`src/rtl/nfa_pkg.sv`:
```
// nfa_pkg
// Shared definitions for the NFA chain engine:
//   - default sizes and the widths derived from them (class index,
//     state address, pattern length)
//   - mode encodings for the ANCHOR and STICKY parameters
//   - the program-table entry layout (class index + self-loop flag)
package nfa_pkg;

   localparam int NCLS_DFLT  = 32;
   localparam int DEPTH_DFLT = 16;
   localparam int POSW_DFLT  = 16;

   localparam int CLS_W  = $clog2(NCLS_DFLT);
   localparam int ADDR_W = $clog2(DEPTH_DFLT);
   localparam int LEN_W  = ADDR_W + 1;

   localparam logic ANCHOR_ANY   = 1'b0;  // a match may begin on any byte
   localparam logic ANCHOR_SOD   = 1'b1;  // a match may only begin on the first byte after sod
   localparam logic STICKY_PULSE = 1'b0;  // out pulses once per match
   localparam logic STICKY_LATCH = 1'b1;  // out latches on the first match until sod

   typedef struct packed {
      logic [CLS_W-1:0] cls;
      logic             loop;
   } prog_entry_t;

endpackage

```
`src/rtl/nfa_state_cell.sv`:
```
// nfa_state_cell
// One state bit of the pattern chain. The state is active after a byte when
// the byte hits this state's class and either the predecessor was active or
// this state loops on itself and was active.
// Ports:
//   clk      clock
//   sod      synchronous clear (start of data)
//   en       byte-valid strobe; the bit holds when low
//   cls_hit  class hit for this state's programmed class
//   pred     predecessor state (or the start term for state 0)
//   loop     self-loop flag
//   keep     state index is inside the active pattern length
//   s_d      next-state value (used for match detection on the last state)
//   s_q      registered state bit
module nfa_state_cell (
   input  logic clk,
   input  logic sod,
   input  logic en,
   input  logic cls_hit,
   input  logic pred,
   input  logic loop,
   input  logic keep,
   output logic s_d,
   output logic s_q
);

   assign s_d = keep & cls_hit & (pred | (loop & s_q));

   always_ff @(posedge clk) begin
      if (sod) begin
         s_q <= 1'b0;
      end else if (en) begin
         s_q <= s_d;
      end
   end

endmodule

```
`src/rtl/nfa_chain_engine.sv`:
```
// nfa_chain_engine
// Runs a programmable linear NFA (a chain of up to DEPTH states, each with a
// character class and an optional '+' self-loop) over a byte stream given as
// pre-decoded class hit lines. Reports matches through a registered out flag,
// a one-entry position report with ready handshake, a saturating match counter
// and a sticky overflow flag.
// Ports:
//   clk                  clock
//   sod                  synchronous reset / start of data
//   en, cls              byte-valid strobe and class hits for the byte
//   prog_we, prog_addr,
//   prog_cls, prog_loop,
//   prog_len             program-table write (only accepted while en=0)
//   prog_err             one-cycle pulse when a write collides with en=1
//   out                  match indication (latched or pulsed, see STICKY)
//   hit_valid, hit_ready,
//   hit_pos              match report and consumer handshake
//   match_cnt            saturating match count
//   ovf                  sticky flag: a report was dropped
module nfa_chain_engine
   import nfa_pkg::*;
#(
   parameter int   NCLS   = NCLS_DFLT,
   parameter int   DEPTH  = DEPTH_DFLT,
   parameter logic ANCHOR = ANCHOR_ANY,
   parameter logic STICKY = STICKY_LATCH,
   parameter int   POSW   = POSW_DFLT
) (
   input  logic                       clk,
   input  logic                       sod,
   input  logic                       en,
   input  logic [NCLS-1:0]            cls,
   input  logic                       prog_we,
   input  logic [$clog2(DEPTH)-1:0]   prog_addr,
   input  logic [$clog2(NCLS)-1:0]    prog_cls,
   input  logic                       prog_loop,
   input  logic [$clog2(DEPTH):0]     prog_len,
   output logic                       prog_err,
   output logic                       out,
   output logic                       hit_valid,
   input  logic                       hit_ready,
   output logic [POSW-1:0]            hit_pos,
   output logic [POSW-1:0]            match_cnt,
   output logic                       ovf
);

   localparam int LW = $clog2(DEPTH) + 1;
   localparam logic [POSW-1:0] POS_MAX = '1;

   prog_entry_t     tbl [DEPTH];
   logic [LW-1:0]   len_q;
   logic            prog_ok;
   logic            seen_q;
   logic            start;
   logic [DEPTH-1:0] s_q;
   logic [DEPTH-1:0] s_d;
   logic [DEPTH-1:0] cls_hit;
   logic [DEPTH-1:0] keep;
   logic [DEPTH-1:0] pred;
   logic            evt;
   logic [POSW-1:0] pos_q;

   // The table is configuration, not data-path state: sod leaves it alone,
   // and a write that collides with a live byte is dropped.
   assign prog_ok = prog_we & ~en & ~sod;

   always_ff @(posedge clk) begin
      if (prog_ok) begin
         tbl[prog_addr] <= '{cls: prog_cls, loop: prog_loop};
         len_q          <= prog_len;
      end
   end

   always_ff @(posedge clk) begin
      if (sod) begin
         prog_err <= 1'b0;
      end else begin
         prog_err <= prog_we & en;
      end
   end

   // seen_q marks that the first byte after sod has gone by; in anchored
   // mode only that byte may enter state 0 from outside the chain.
   always_ff @(posedge clk) begin
      if (sod) begin
         seen_q <= 1'b0;
      end else if (en) begin
         seen_q <= 1'b1;
      end
   end

   assign start = (ANCHOR == ANCHOR_SOD) ? ~seen_q : 1'b1;

   for (genvar i = 0; i < DEPTH; i++) begin : g_cell
      localparam logic [LW-1:0] IDX = LW'(i);

      assign cls_hit[i] = cls[tbl[i].cls];
      assign keep[i]    = (IDX < len_q);

      if (i == 0) begin : g_head
         assign pred[i] = start;
      end else begin : g_link
         assign pred[i] = s_q[i-1];
      end

      nfa_state_cell u_cell (
         .clk     (clk),
         .sod     (sod),
         .en      (en),
         .cls_hit (cls_hit[i]),
         .pred    (pred[i]),
         .loop    (tbl[i].loop),
         .keep    (keep[i]),
         .s_d     (s_d[i]),
         .s_q     (s_q[i])
      );
   end

   // Match event: the last active state becomes set by this byte. A length
   // of 0 or beyond DEPTH selects no state and so never matches.
   always_comb begin
      evt = 1'b0;
      for (int i = 0; i < DEPTH; i++) begin
         if (len_q == LW'(i + 1)) begin
            evt = en & s_d[i];
         end
      end
   end

   always_ff @(posedge clk) begin
      if (sod) begin
         pos_q     <= '0;
         out       <= 1'b0;
         hit_valid <= 1'b0;
         hit_pos   <= '0;
         match_cnt <= '0;
         ovf       <= 1'b0;
      end else begin
         if (en && (pos_q != POS_MAX)) begin
            pos_q <= pos_q + 1'b1;
         end

         if (STICKY == STICKY_LATCH) begin
            out <= out | evt;
         end else begin
            out <= evt;
         end

         if (evt && (match_cnt != POS_MAX)) begin
            match_cnt <= match_cnt + 1'b1;
         end

         // A pending report is never overwritten unless the consumer takes
         // it in the same cycle; otherwise the new one is dropped and flagged.
         if (evt) begin
            if (!hit_valid || hit_ready) begin
               hit_pos   <= pos_q;
               hit_valid <= 1'b1;
            end else begin
               ovf <= 1'b1;
            end
         end else if (hit_valid && hit_ready) begin
            hit_valid <= 1'b0;
         end
      end
   end

endmodule

```
`config.mk`:
```
export PLATFORM = sky130hd
export DESIGN_NAME = nfa_chain_engine
export DESIGN_NICKNAME = d
export VERILOG_FILES = /design/src/rtl/nfa_pkg.sv /design/src/rtl/nfa_state_cell.sv /design/src/rtl/nfa_chain_engine.sv
export SDC_FILE = /design/constraint.sdc
export NUM_CORES = 1
export LEC_CHECK = 0
export CORE_AREA = 2 2 145 147
export DETAILED_ROUTE_END_ITERATION = 8
export DIE_AREA = 0 0 147 149
export GPL_ROUTABILITY_DRIVEN = 1
export GPL_TIMING_DRIVEN = 0
export PLACE_DENSITY = 0.74
export SLEW_MARGIN = 20
export SYNTH_ARGS = -nofsm -noshare
export SYNTH_HDL_FRONTEND = slang
export SYNTH_HIERARCHICAL = 1
export SYNTH_SLANG_ARGS = --single-unit
```
`constraint.sdc`:
```
create_clock -name clk -period 7.2 [get_ports clk]
set_input_delay 1.44 -clock clk [delete_from_list [all_inputs] [get_ports clk]]
set_output_delay 1.44 -clock clk [all_outputs]
set_load 0.01 [all_outputs]
```
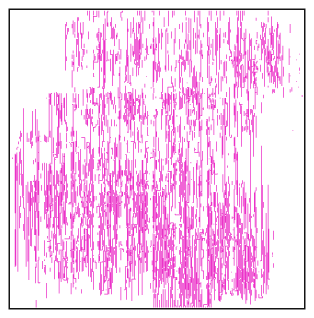
Fig. 1. Met2 routing.
Scale: 2 px per um.
wire length on this layer = 13500 um
main direction = vertical
longest straight run = 64.9 um
nets with wire on the layer = 854
share of all routed wire = 46%

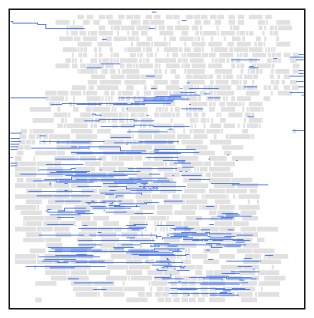
Fig. 2. Metal 3.
Scale: 2 px per um. Cells faint in the background.
share of all routed wire = 11%
wire length on this layer = 3180 um
main direction = horizontal
longest straight run = 55.0 um
nets with wire on the layer = 149

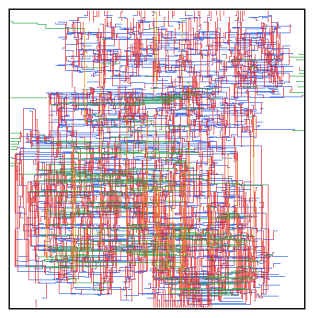
Fig. 3. Routed metal, one colour a layer.
Scale: 2 px per um.
orange -> met4  # wire length 1290 um
red -> met2  # wire length 13500 um
blue -> met1  # wire length 11200 um
green -> met3  # wire length 3180 um

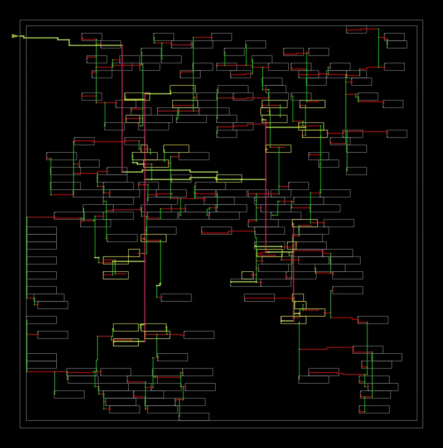
Fig. 4. Clock routing.
CTS Buf Count: 17
clock sink count: 169
clk latency late pin: 440 ps
Seq cells: 169
clock buf count: 25

==> out/results.tsv <==
stage	metric	value	unit
run_status	status	finished clean	
clocking	post-cts sizing count	0	
floorplan	Horiz. Die Dim	147	um
floorplan	Die Height	149	um
hold_path	hold wc startpoint	ovf	
critical_path	CP endpoint	hit_pos[8]	
critical_path	startpoint types	input pin	
clocking	CTS tree	built	
hold_path	class of the worst hold path	reg -> reg	
timing	Final Max Tran Viols	0	
run	tool warnings	26	
timing	clk_skew	11.12	ps
floorplan	FP Rows	53	
critical_path	Worst Path Arrival	5520	ps
floorplan	Init Core Util	52.73	%
placed_design	Final HPWL DP	19700	um
finish	Reg area	4394	um^2
run	max cap viols	0	
critical_path	reg2reg path depth	14	
finish	Area Overhead vs Synth	17.46	%
yosys	Top FF cell, synth	edfxtp_1	
yosys	Avg Synthesized Cell Area	13.65	um^2
global_routing	initial antenna violation count	0	
floorplan	Tapcell Cnt	275	
critical_path	reg-to-reg slack, setup	3140	ps
finish	final core occ	61.94	%
yosys	Chip Area, Yosys	10840	um^2
floorplan	DIE AREA	21900	um^2
floorplan	Core ar.	20560	um^2
yosys	Yosys reg bits	169	
routing	Met2 Routed Length	13490	um
routing	DR WL/cell	24.52	um
global_routing	met1 usage	37.49	%
finish	Layout fillers	1562	
routing	vias after detailed routing	8004	
timing	hold slack	488.8	ps
critical_path	r2r endpoint	hit_pos[8]	
global_routing	GR Layer Usage met2	40.77	%
yosys	flip-flops with a built-in enable	101	
global_routing	vias in the first global route	7816	
yosys	ao+oa area frac	7.225	%
power_and_ir_drop	Leakage	4.048	nW
finish	Final Non-Filler Cells	1188	
yosys	Yosys Instances	794	
timing	RSZ-0062 raised after global routing	false	
yosys	instance count of the mapped netlist	794	
routing	drt first pass iters	5	
timing	final setup fails	0	
finish	# diodes	0	
yosys	distinct lib cells	59	
timing	fmax	191.8	MHz
clocking	Post-CTS Setup Bufs	0	
critical_path	nature of the critical path endpoint	flop	
yosys	Top logic family	multiplexers	
placed_design	Port Buffers	87	
yosys	Synth Seq Share	40.54	%
global_routing	gr busiest metal	met2	
finish	Combinational Gates	517	
clocking	H-tree Lvls	4	
placed_design	dpl cell area	12050	um^2
finish	Seq area share	34.51	%
yosys	XORs/XNORs by Area	0.9695	%
critical_path	kind of critical path	in -> reg	
yosys	yosys simple share	9.811	%
finish	clock-cell share of area	5.365	%
global_routing	pin count of the biggest net entering global routing	36	
routing	top routing layer used	met4	
timing	Final period util	72.42	%
finish	MI comb area	6003	um^2
timing	Tmin final	5214	ps
global_routing	met3 usage	6.972	%
yosys	Mux area share	37.06	%
clocking	root buffer cell	clkbuf_16	
Yosys cell counts (3+ instances only):
library cell,instances,area share (%)
o21bai_1,5,0.35
nor2_1,76,2.6
edfxtp_1,101,28
o31ai_1,7,0.48
mux4_2,160,33
nor2b_1,6,0.35
mux2_2,16,1.7
buf_6,4,0.42
buf_2,4,0.18
nand4_1,10,0.58
o21ai_1,5,0.23
or3_1,8,0.46
xor2_1,10,0.81
a31oi_1,3,0.17
o32ai_2,16,2.4
a21oi_1,33,1.5
mux2_1,3,0.31
or4_1,7,0.48
nand2b_1,7,0.40
dfxtp_1,68,13
nand2_1,42,1.5
buf_1,6,0.21
inv_1,24,0.83
mux2i_1,20,1.8
nand3_1,13,0.60
nand4b_1,17,1.4
nor3_1,9,0.42
clkbuf_1,67,2.3
nor3b_1,5,0.35
o21ai_0,8,0.37
worst max-delay path: stages:
cell and delay [ps]:
clkdlybuf4s50_1 570, clkbuf_1 420, mux4_2 560, mux4_2 470, mux2_2 320, nand2_1 70
nor2_1 40, nor3b_1 190, o21bai_1 90, a31oi_1 350, o21ai_4 130, o211ai_4 370
buf_6 230, mux2i_1 200, nor2_1 50
state kept, by name (all words and copies together), names as in the netlist:
signal / flops
tbl: 96
g_cell.u_cell/s_q: 16
hit_pos: 16
match_cnt: 16
pos_q: 16
len_q: 5
hit_valid: 1
out: 1
ovf: 1
prog_err: 1
logic make-up (layout without fill, tap and decap cells):
family                   count (synthesis)  after routing
XOR/XNOR                                12             12
AND/OR/NAND/NOR                        210            210
other                                    1              1
AND-OR/OR-AND                           93             93
adder cells (fa/ha/maj)                  2              2
multiplexers                           199            199
flip-flops                             169            169
buffers and inverters                  108            227
where the power goes:
group / switching (mW) / internal, mW
clock network: 0.417 / 0.609
registers: 0.00633 / 1.03
logic: 0.146 / 0.132
total: 0.569 / 1.77
No activity file was given, so power comes from the tool's default toggle rates.
